**config.mk**
```make
export PLATFORM = sky130hd
export DESIGN_NAME = program_scheduler
export DESIGN_NICKNAME = d
export VERILOG_FILES = /design/src/rtl/sched_pkg.sv /design/src/rtl/rr_picker.sv /design/src/rtl/program_scheduler.sv
export SDC_FILE = /design/constraint.sdc
export NUM_CORES = 1
export LEC_CHECK = 0
export CORE_UTILIZATION = 55
export DETAILED_ROUTE_END_ITERATION = 10
export PLACE_DENSITY = 0.76
export SKIP_CTS_REPAIR_TIMING = 1
export SYNTH_ARGS = -nofsm -noshare
export SYNTH_HDL_FRONTEND = slang
export SYNTH_SLANG_ARGS = --single-unit
```
**constraint.sdc**
```tcl
create_clock -name clock -period 7.3 [get_ports clock]
set_clock_uncertainty 0.2 [all_clocks]
set_input_delay 1.825 -clock clock [delete_from_list [all_inputs] [get_ports clock]]
set_output_delay 1.825 -clock clock [all_outputs]
set_load 0.05 [all_outputs]
```
**src/rtl/sched_pkg.sv**
```systemverilog
// ============================================================================
// Module      : sched_pkg
// Description : Shared types and default sizes for the program scheduler.
// Revision    : 1.0 - initial release
// ============================================================================
`default_nettype none

package sched_pkg;

  localparam int DEF_N_PROGS = 8;
  localparam int DEF_PID_W   = 3;
  localparam int DEF_ADDR_W  = 32;

  typedef enum logic [1:0] {
    ST_IDLE = 2'd0,
    ST_RUN  = 2'd1,
    ST_SAVE = 2'd2,
    ST_LOAD = 2'd3
  } sched_state_t;

  // Context table entry; pc field is sized for the widest supported PC.
  typedef struct packed {
    logic                  valid;
    logic [DEF_ADDR_W-1:0] pc;
  } ctx_entry_t;

endpackage

`default_nettype wire

```
**src/rtl/rr_picker.sv**
```systemverilog
// ============================================================================
// Module      : rr_picker
// Description : Rotated priority encoder returning the first set mask bit
//               at or after start, wrapping modulo N_PROGS.
// Revision    : 1.0 - initial release
// ============================================================================
`default_nettype none

module rr_picker #(
  parameter int N_PROGS = 8,
  parameter int PID_W   = 3
) (
  input  logic [N_PROGS-1:0] mask,
  input  logic [PID_W-1:0]   start,
  output logic               found,
  output logic [PID_W-1:0]   next_id
);

  logic [PID_W-1:0] w_idx;

  // Scan from the far end so the nearest hit is the last one written.
  always_comb begin
    found   = 1'b0;
    next_id = start;
    w_idx   = start;
    for (int i = N_PROGS - 1; i >= 0; i--) begin
      w_idx = start + PID_W'(i);
      if (mask[w_idx]) begin
        found   = 1'b1;
        next_id = w_idx;
      end
    end
  end

endmodule

`default_nettype wire

```
**src/rtl/program_scheduler.sv**
```systemverilog
// ============================================================================
// Module      : program_scheduler
// Description : Round-robin time-slice scheduler driving PC loads between
//               resident program slots. Optional SCHED_STATS_EN adds a
//               switch_count output.
// Revision    : 1.0 - initial release
// ============================================================================
`default_nettype none

module program_scheduler
  import sched_pkg::*;
#(
  parameter int N_PROGS = DEF_N_PROGS,
  parameter int PID_W   = DEF_PID_W,
  parameter int ADDR_W  = DEF_ADDR_W
) (
  input  logic              clock,
  input  logic              reset,
  input  logic [31:0]       quantum_in,
  input  logic              quantum_we,
  input  logic              prog_create,
  input  logic [PID_W-1:0]  prog_id_in,
  input  logic [ADDR_W-1:0] prog_start_pc,
  input  logic              prog_end,
  input  logic              yield,
  input  logic              stop,
  input  logic [ADDR_W-1:0] pc_cur,
  output logic [PID_W-1:0]  run_id,
  output logic              run_valid,
  output logic              load_pc,
  output logic [ADDR_W-1:0] load_addr,
  output logic              busy,
  output logic              idle,
  output logic              create_err
`ifdef SCHED_STATS_EN
  ,
  output logic [31:0]       switch_count
`endif
);

  sched_state_t       r_state;
  ctx_entry_t         r_ctx      [N_PROGS];
  ctx_entry_t         w_ctx_next [N_PROGS];
  logic [31:0]        r_quantum;
  logic [31:0]        r_count;
  logic               r_end;

  logic [N_PROGS-1:0] w_run_onehot;
  logic [N_PROGS-1:0] w_valid_cur;
  logic [N_PROGS-1:0] w_valid_freed;
  logic [N_PROGS-1:0] w_valid_next;
  logic [N_PROGS-1:0] w_mask;
  logic               w_free;
  logic               w_create_ok;
  logic               w_create_err;
  logic               w_other_valid;
  logic               w_expire;
  logic               w_found;
  logic [PID_W-1:0]   w_start;
  logic [PID_W-1:0]   w_pick;

  always_comb begin
    w_run_onehot         = '0;
    w_run_onehot[run_id] = 1'b1;
    w_free               = (r_state == ST_SAVE) && r_end;
    for (int k = 0; k < N_PROGS; k++) begin
      w_valid_cur[k] = r_ctx[k].valid;
    end
    // An ending slot is freed before any same-cycle create is judged.
    w_valid_freed = w_valid_cur & ~(w_free ? w_run_onehot : '0);
    w_create_err  = prog_create && w_valid_freed[prog_id_in];
    w_create_ok   = prog_create && !w_valid_freed[prog_id_in];

    for (int k = 0; k < N_PROGS; k++) begin
      w_ctx_next[k]       = r_ctx[k];
      w_ctx_next[k].valid = w_valid_freed[k];
    end
    if ((r_state == ST_SAVE) && !r_end) begin
      w_ctx_next[run_id].pc = DEF_ADDR_W'(pc_cur + ADDR_W'(1));
    end
    if (w_create_ok) begin
      w_ctx_next[prog_id_in].valid = 1'b1;
      w_ctx_next[prog_id_in].pc    = DEF_ADDR_W'(prog_start_pc);
    end
    for (int k = 0; k < N_PROGS; k++) begin
      w_valid_next[k] = w_ctx_next[k].valid;
    end

    // IDLE may start a slot created this cycle; SAVE only sees resident slots.
    w_mask        = (r_state == ST_IDLE) ? w_valid_next : w_valid_freed;
    w_start       = run_id + PID_W'(1);
    w_other_valid = |(w_valid_cur & ~w_run_onehot);
    w_expire      = (r_quantum != 32'd0) && (r_count >= (r_quantum - 32'd1));
  end

  rr_picker #(
    .N_PROGS (N_PROGS),
    .PID_W   (PID_W)
  ) u_picker (
    .mask    (w_mask),
    .start   (w_start),
    .found   (w_found),
    .next_id (w_pick)
  );

  always_ff @(posedge clock) begin
    if (!reset) begin
      r_state <= ST_IDLE;
      for (int k = 0; k < N_PROGS; k++) begin
        r_ctx[k] <= '0;
      end
      r_quantum  <= '0;
      r_count    <= '0;
      r_end      <= 1'b0;
      run_id     <= '0;
      run_valid  <= 1'b0;
      load_pc    <= 1'b0;
      load_addr  <= '0;
      busy       <= 1'b0;
      idle       <= 1'b1;
      create_err <= 1'b0;
`ifdef SCHED_STATS_EN
      switch_count <= '0;
`endif
    end else begin
      for (int k = 0; k < N_PROGS; k++) begin
        r_ctx[k] <= w_ctx_next[k];
      end
      if (quantum_we) begin
        r_quantum <= quantum_in;
      end
      create_err <= w_create_err;
      idle       <= ~|w_valid_next;
      load_pc    <= 1'b0;

      case (r_state)
        ST_IDLE: begin
          if (w_found) begin
            r_state   <= ST_LOAD;
            run_id    <= w_pick;
            load_pc   <= 1'b1;
            load_addr <= ADDR_W'(w_ctx_next[w_pick].pc);
            busy      <= 1'b1;
          end
        end
        ST_RUN: begin
          if (!stop) begin
            if (r_count != 32'hFFFF_FFFF) begin
              r_count <= r_count + 32'd1;
            end
            if (prog_end || yield) begin
              r_state   <= ST_SAVE;
              r_end     <= prog_end;
              busy      <= 1'b1;
              run_valid <= 1'b0;
            end else if (w_expire) begin
              if (w_other_valid) begin
                r_state   <= ST_SAVE;
                r_end     <= 1'b0;
                busy      <= 1'b1;
                run_valid <= 1'b0;
              end else begin
                r_count <= '0;
              end
            end
          end
        end
        ST_SAVE: begin
          if (w_found) begin
            r_state   <= ST_LOAD;
            run_id    <= w_pick;
            load_pc   <= 1'b1;
            load_addr <= ADDR_W'(w_ctx_next[w_pick].pc);
`ifdef SCHED_STATS_EN
            switch_count <= switch_count + 32'd1;
`endif
          end else begin
            r_state <= ST_IDLE;
            busy    <= 1'b0;
          end
        end
        ST_LOAD: begin
          r_state   <= ST_RUN;
          r_count   <= '0;
          busy      <= 1'b0;
          run_valid <= 1'b1;
        end
        default: r_state <= ST_IDLE;
      endcase
    end
  end

endmodule

`default_nettype wire
```
I/O nets highlighted:
Drawn at 1.5 px/µm.
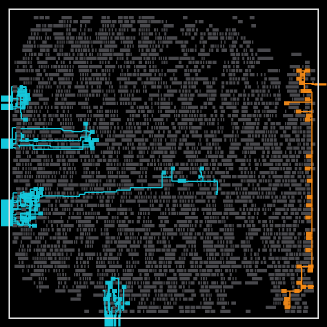
`quantum_we`: drawn in orange, bits 1, direction input, edge right, end cells 32, buffers 1, wire 243 µm. `pc_cur`: drawn in cyan, bits 32, direction input, edge 24 left, 8 bottom, end cells 73, buffers 32, wire 1170 µm.

Placed standard cells:
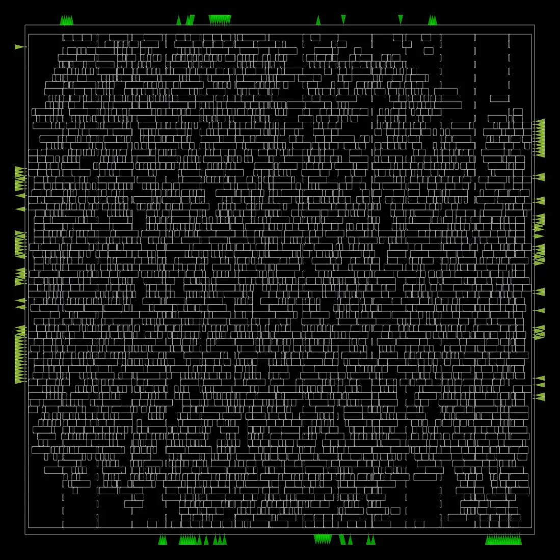
Cell Count, Final, Fillers Out: 3722
Tapcells: 525
row cnt: 73

Met1 routing:
Drawn at 2 px/µm. Supply wires on this layer in gray.
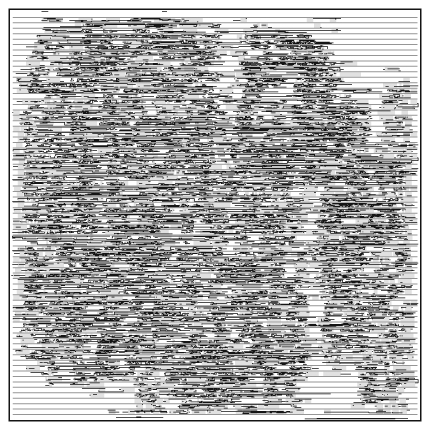
3077 nets have wire on it. The layer holds 38% of the routed length. The layer carries 29.9 mm of wire. The longest straight run is 59.8 µm. The wires run mostly horizontal.

==> reports/results.ini <==
[cells_and_area]
flop-count = 371
comb_cells = 2516
layout.nonclk_buf_frac = 0.0773
combGateArea_um2 = 14100
final_area_um2 = 25700
comb-cell-share = 0.549
lay_top_count = nor2_1
utilization = 0.639
clkbuf_count = 64
ff_latch_area_um2 = 7430
clock_area_frac = 0.0542

[critical_path]
crit_end = load_addr[7]
cp_max_fo = 21
max_stage_delay_ns = 0.68
worst-setup-path-type = in2reg
r2r_cells = 20
cp.buffers_inverters = 3
startpoint = prog_id_in[2]
worst_r2r_endpoint = r_count[27]
worstSetupPathDepth = 15
cp_top_family = simple AND/OR/NAND/NOR gates
arrival_ns = 6.72

[clock_network]
cts.sinks = 371
root_buffer = clkbuf_16
worstSkewPairLatency_ns = 0.58
numCtsBuffers = 42
cts_tree = built
cts_max_level = 2
cts.path.max_buffers = 3

[final_timing]
setup_viol = 0
slew_violations = 0
hold_viol = 0
max_slew_margin = 0.102
fin_crit_ns = 6.43
fmax_mhz = 155
rsz0062_at_grt = no
holdWs_ns = 0.296

[power_and_ir_drop]
vdd_ir_drop_max_uv = 515
power.total_mw = 11.3
p_int_mw = 6.07
p_comb_mw = 6.74
p_comb_frac = 0.599
p_switching_mw = 5.18
sw_frac_of_total = 0.461

[global_route]
grt_use_met3 = 0.0721
grt_max_degree = 174
grt_use_met2 = 0.598
grt-ovfl-total = 0
grt_first_pass_wirelength_mm = 120
grt_pass1_vias = 22400

[synthesis]
synthFlopType = dfxtp_1
synth_seq_share = 0.328
logic_family = simple AND/OR/NAND/NOR gates
adder_share = 0.0221
floorplan.nets = 3341
ys_sh_xor = 0.0247
synthMostInstantiatedCell = nor2_1
yosysTopAreaCell = dfxtp_1
ys_cells = 3195
yosysChipArea_um2 = 22700
syn_area_per_cell_um2 = 7.09
yosysWarnings = 0
mux_area_frac = 0.0633

[floorplanning]
fp_util = 0.564
fp.coreArea_um2 = 40200
die_y_um = 205

[run]
drv_cap = 0

[outcome]
status = finished, final reports clean

[min_path]
hold-path-endpoint = load_addr[16]
hp-start = load_addr[16]

[detailed_routing]
routed.top_layer = met5
routed-wl-met3_mm = 8.45
num_vias = 24000
ant_nets = 0
drc_errors = 0
route.detailed.wl_per_inst_um = 21.0

[place]
place_area_um2 = 24300
place_ws_ns = 0.458

